[src/rtl/param_dual_port_ram.sv]
// True dual-port byte-lane RAM with selectable read-during-write behaviour,
// write-collision resolution, optional output pipeline and a saturating collision counter.
module param_dual_port_ram #(
    parameter int ADDR_WIDTH = 4,
    parameter int DATA_WIDTH = 16,
    parameter int BYTE_WIDTH = 8,
    parameter int RDW_MODE   = 0,
    parameter int COLL_MODE  = 0,
    parameter int OUT_REG    = 0,
    parameter int CNT_WIDTH  = 8
) (
    input  logic                               clk,
    input  logic                               rst,
    input  logic                               en0,
    input  logic                               en1,
    input  logic                               we0,
    input  logic                               we1,
    input  logic [DATA_WIDTH/BYTE_WIDTH-1:0]   be0,
    input  logic [DATA_WIDTH/BYTE_WIDTH-1:0]   be1,
    input  logic [ADDR_WIDTH-1:0]              addr0,
    input  logic [ADDR_WIDTH-1:0]              addr1,
    input  logic [DATA_WIDTH-1:0]              wdata0,
    input  logic [DATA_WIDTH-1:0]              wdata1,
    output logic [DATA_WIDTH-1:0]              rdata0,
    output logic [DATA_WIDTH-1:0]              rdata1,
    output logic                               rvalid0,
    output logic                               rvalid1,
    output logic                               coll,
    output logic [CNT_WIDTH-1:0]               coll_cnt
);

    localparam int NB    = DATA_WIDTH / BYTE_WIDTH;
    localparam int DEPTH = 1 << ADDR_WIDTH;

    logic [DATA_WIDTH-1:0] mem_r [0:DEPTH-1];

    logic                  wr0_s;
    logic                  wr1_s;
    logic                  same_s;
    logic                  coll_s;
    logic [DATA_WIDTH-1:0] new0_s;
    logic [DATA_WIDTH-1:0] new1_s;
    logic [DATA_WIDTH-1:0] rd0_s;
    logic [DATA_WIDTH-1:0] rd1_s;
    logic [DATA_WIDTH-1:0] rdata0_r;
    logic [DATA_WIDTH-1:0] rdata1_r;
    logic                  rvalid0_r;
    logic                  rvalid1_r;
    logic                  coll_r;
    logic [CNT_WIDTH-1:0]  coll_cnt_r;

    // Word as it will look after this cycle's writes; lanes hit by both ports follow COLL_MODE.
    function automatic logic [DATA_WIDTH-1:0] merge_word(
        input logic [DATA_WIDTH-1:0] old_w,
        input logic                  hit0,
        input logic                  hit1,
        input logic [NB-1:0]         b0,
        input logic [NB-1:0]         b1,
        input logic [DATA_WIDTH-1:0] d0,
        input logic [DATA_WIDTH-1:0] d1
    );
        logic [DATA_WIDTH-1:0] w;
        w = old_w;
        for (int l = 0; l < NB; l++) begin
            if (hit0 && b0[l] && hit1 && b1[l]) begin
                case (COLL_MODE)
                    32'sd1:  w[l*BYTE_WIDTH +: BYTE_WIDTH] = d0[l*BYTE_WIDTH +: BYTE_WIDTH];
                    32'sd2:  w[l*BYTE_WIDTH +: BYTE_WIDTH] = d1[l*BYTE_WIDTH +: BYTE_WIDTH];
                    default: w[l*BYTE_WIDTH +: BYTE_WIDTH] = {BYTE_WIDTH{1'bx}};
                endcase
            end else if (hit0 && b0[l]) begin
                w[l*BYTE_WIDTH +: BYTE_WIDTH] = d0[l*BYTE_WIDTH +: BYTE_WIDTH];
            end else if (hit1 && b1[l]) begin
                w[l*BYTE_WIDTH +: BYTE_WIDTH] = d1[l*BYTE_WIDTH +: BYTE_WIDTH];
            end else begin
                w[l*BYTE_WIDTH +: BYTE_WIDTH] = old_w[l*BYTE_WIDTH +: BYTE_WIDTH];
            end
        end
        return w;
    endfunction

    // Write qualification, merged next words, collision detect and read-during-write select.
    always_comb begin
        wr0_s  = en0 & we0 & ~rst;
        wr1_s  = en1 & we1 & ~rst;
        same_s = (addr0 == addr1);
        new0_s = merge_word(mem_r[addr0], wr0_s, wr1_s & same_s, be0, be1, wdata0, wdata1);
        new1_s = merge_word(mem_r[addr1], wr0_s & same_s, wr1_s, be0, be1, wdata0, wdata1);
        coll_s = wr0_s & wr1_s & same_s & (|(be0 & be1));
        if (RDW_MODE == 32'sd1) begin
            rd0_s = new0_s;
            rd1_s = new1_s;
        end else begin
            rd0_s = mem_r[addr0];
            rd1_s = mem_r[addr1];
        end
    end

    // Storage array; contents intentionally survive reset. Same-address writes store identical words.
    always_ff @(posedge clk) begin
        if (wr0_s) begin
            mem_r[addr0] <= new0_s;
        end
        if (wr1_s) begin
            mem_r[addr1] <= new1_s;
        end
    end

    // First read stage; data only moves on an accepted read so it holds otherwise.
    always_ff @(posedge clk) begin
        if (rst) begin
            rvalid0_r <= 1'b0;
            rvalid1_r <= 1'b0;
            rdata0_r  <= {DATA_WIDTH{1'b0}};
            rdata1_r  <= {DATA_WIDTH{1'b0}};
        end else begin
            rvalid0_r <= en0;
            rvalid1_r <= en1;
            if (en0) begin
                rdata0_r <= rd0_s;
            end
            if (en1) begin
                rdata1_r <= rd1_s;
            end
        end
    end

    generate
        if (OUT_REG != 0) begin : g_out_reg
            // Optional output stage; reset flushes anything still in flight.
            always_ff @(posedge clk) begin
                if (rst) begin
                    rvalid0 <= 1'b0;
                    rvalid1 <= 1'b0;
                    rdata0  <= {DATA_WIDTH{1'b0}};
                    rdata1  <= {DATA_WIDTH{1'b0}};
                end else begin
                    rvalid0 <= rvalid0_r;
                    rvalid1 <= rvalid1_r;
                    if (rvalid0_r) begin
                        rdata0 <= rdata0_r;
                    end
                    if (rvalid1_r) begin
                        rdata1 <= rdata1_r;
                    end
                end
            end
        end else begin : g_no_out_reg
            assign rvalid0 = rvalid0_r;
            assign rvalid1 = rvalid1_r;
            assign rdata0  = rdata0_r;
            assign rdata1  = rdata1_r;
        end
    endgenerate

    // Collision pulse and saturating counter, both independent of the read pipeline depth.
    always_ff @(posedge clk) begin
        if (rst) begin
            coll_r     <= 1'b0;
            coll_cnt_r <= {CNT_WIDTH{1'b0}};
        end else begin
            coll_r <= coll_s;
            if (coll_s && (coll_cnt_r != {CNT_WIDTH{1'b1}})) begin
                coll_cnt_r <= coll_cnt_r + {{(CNT_WIDTH-1){1'b0}}, 1'b1};
            end
        end
    end

    assign coll     = coll_r;
    assign coll_cnt = coll_cnt_r;

endmodule

[config.mk]
export PLATFORM = sky130hd
export DESIGN_NAME = param_dual_port_ram
export DESIGN_NICKNAME = d
export VERILOG_FILES = /design/src/rtl/param_dual_port_ram.sv
export SDC_FILE = /design/constraint.sdc
export NUM_CORES = 1
export LEC_CHECK = 0
export CORE_MARGIN = 2
export CORE_UTILIZATION = 50
export CTS_CLUSTER_SIZE = 12
export DETAILED_ROUTE_END_ITERATION = 10
export MAX_ROUTING_LAYER = met4
export PLACE_DENSITY = 0.69
export RECOVER_POWER = 50
export SETUP_SLACK_MARGIN = 0.02
export SLEW_MARGIN = 15
export SYNTH_ARGS = -nofsm -noshare
export SYNTH_HDL_FRONTEND = slang
export SYNTH_SLANG_ARGS = --single-unit
[constraint.sdc]
create_clock -name clk -period 4.39 [get_ports clk]
set_input_delay 0.878 -clock clk [delete_from_list [all_inputs] [get_ports clk]]
set_output_delay 0.878 -clock clk [all_outputs]
set_load 0.01 [all_outputs]
### Nets reached from selected ports

Scale: 2 px per um.
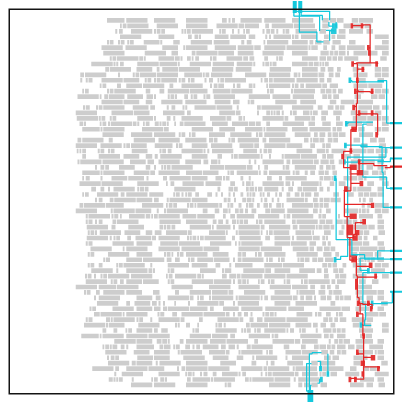
port	color	bits	direction	edge	end cells	buffers	wire
rst	red	1	input	right	48	1	383 um
wdata1	cyan	16	input	9 right, 4 top, 3 bottom	16	16	632 um

### Clock network drawn from the DEF

Scale: 1.5 px per um.
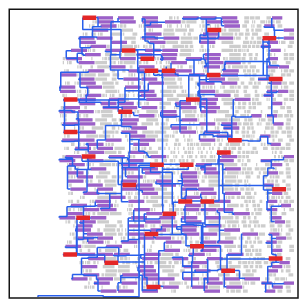
[cells driving clock nets] red | count: 31
[flip-flops] purple | count: 299
[clock wires] blue | length: 3770 um
flops lie	spread over the die
routed clock nets	32

==> GITHUB_STEP_SUMMARY <==
## Synthesis and layout report

| Metric | Value |
|---|---|
| Combinational share of cell area | `40.7%` |
| Ys cells | `1515` |
| Clk_skew | `0.0228 ns` |
| Max cap viols | `8` |
| Final Power | `6.75 mW` |
| Hold_sp | `rdata0[11]` |
| RD Place Congestion | `0.939` |
| Leak Pwr | `8.21 nW` |
| Area of the die | `36700 um2` |
| Fmax | `258 MHz` |
| Post-CTS Hold Fix Bufs | `0` |
| R2R Setup Slk | `1.85 ns` |
| Post-Syn Instances | `1515` |
| Yosys top cell by area | `edfxtp_1` |
| Pint | `4.96 mW` |
| Area of the multi-input gates | `8100 um2` |
| Total number of vias | `14.4k` |
| Multi-input gates | `1009` |
| Slew Limit Fails | `80` |
| GRT Max-Usage Layer | `met2` |
| Levels on crit path | `7` |
| Simple share | `9.58%` |
| Count of library flops with an enable pin | `256` |
| Vias/cell | `7.15` |
| WL/cell | `30.4 um` |
| I/O Buffers | `92` |
| Synth Cell Area | `17600 um2` |
| Hold_ws | `0.484 ns` |
| Top-area cell share | `43.7%` |
| Combinational Power Share | `16.5%` |
| Main logic family | `multiplexers` |
| Crit path buf inv count | `4` |
| Register area | `8550 um2` |
| Non-clk buf share | `8.59%` |
| Met3 wire length | `9550 um` |
| Yosys chip area | `17600 um2` |
| CTS root buf | `clkbuf_16` |
| CP most frequent cell | `clkbuf_1` |
| Failing checks | `max-capacitance violations, max-slew violations` |
| Post-DP HPWL | `40000 um` |
| Crit path max-delay family | `buffers and inverters` |
| Setup CP Type | `in2reg` |
| Post-CTS resize count | `0` |
| P_seq | `3.21 mW` |
| Vias in the first global route | `13.5k` |
| Sequential power share | `47.5%` |
| AND-OR/OR-AND Cells, Area Fraction | `15.1%` |
| Cell Count, Final, Fillers Out | `2020` |
| Cts bufs inserted | `31` |
| Drt pass-1 iters | `7` |
| Post-Syn Nets | `1566` |
| Minimum clock period | `3.87 ns` |
| Yosys warnings | `0` |
| Hold depth | `2` |
| Crit. Startpoint | `addr1[3]` |
| Most numerous logic cells after layout | `293 x nand2_1, 284 x o22ai_1, 256 x edfxtp_1, 128 x mux4_2, 81 x mux2i_1` |
| Largest cell class | `flip-flops and latches` |
| WL final | `61400 um` |
| First-pass GRT wire length | `88600 um` |
| Hold crit path type | `reg2reg` |
| R2R cell count | `5` |
| Worst path arrival time | `4.07 ns` |
| Final setup vio count | `0` |
| Status | `finished with violations` |
| Die Y | `192 um` |
[cells in the mapped netlist, types with 16 or more instances]
cell      count
nand2_1     293
o22ai_1     284
edfxtp_1    256
mux4_2      128
clkbuf_1    112
mux2i_1      81
buf_2        43
dfxtp_1      43
nor2_1       36
a22oi_1      32
inv_1        19
o21ai_0      18
buf_4        17
o31ai_1      17
a21oi_2      16
nand2b_1     16
o22ai_2      16
[state kept, by name, summed over array words and instances, names as in the netlist]
register	flops
rvalid1	1
coll	1
coll_cnt	8
rdata0	16
mem_r	256
rdata1	16
rvalid0	1
[how the worst max path moves through the flow]
stage,end,slack [ns]
after global placement,mem_r[2][0],0.69
after global routing,mem_r[9][4],0.51
after detailed placement,mem_r[12][0],0.60
final,mem_r[3][15],0.52
after floorplan,mem_r[3][0],1.05
after CTS,mem_r[12][0],1.23
Power is estimated from default activity; no workload was simulated.
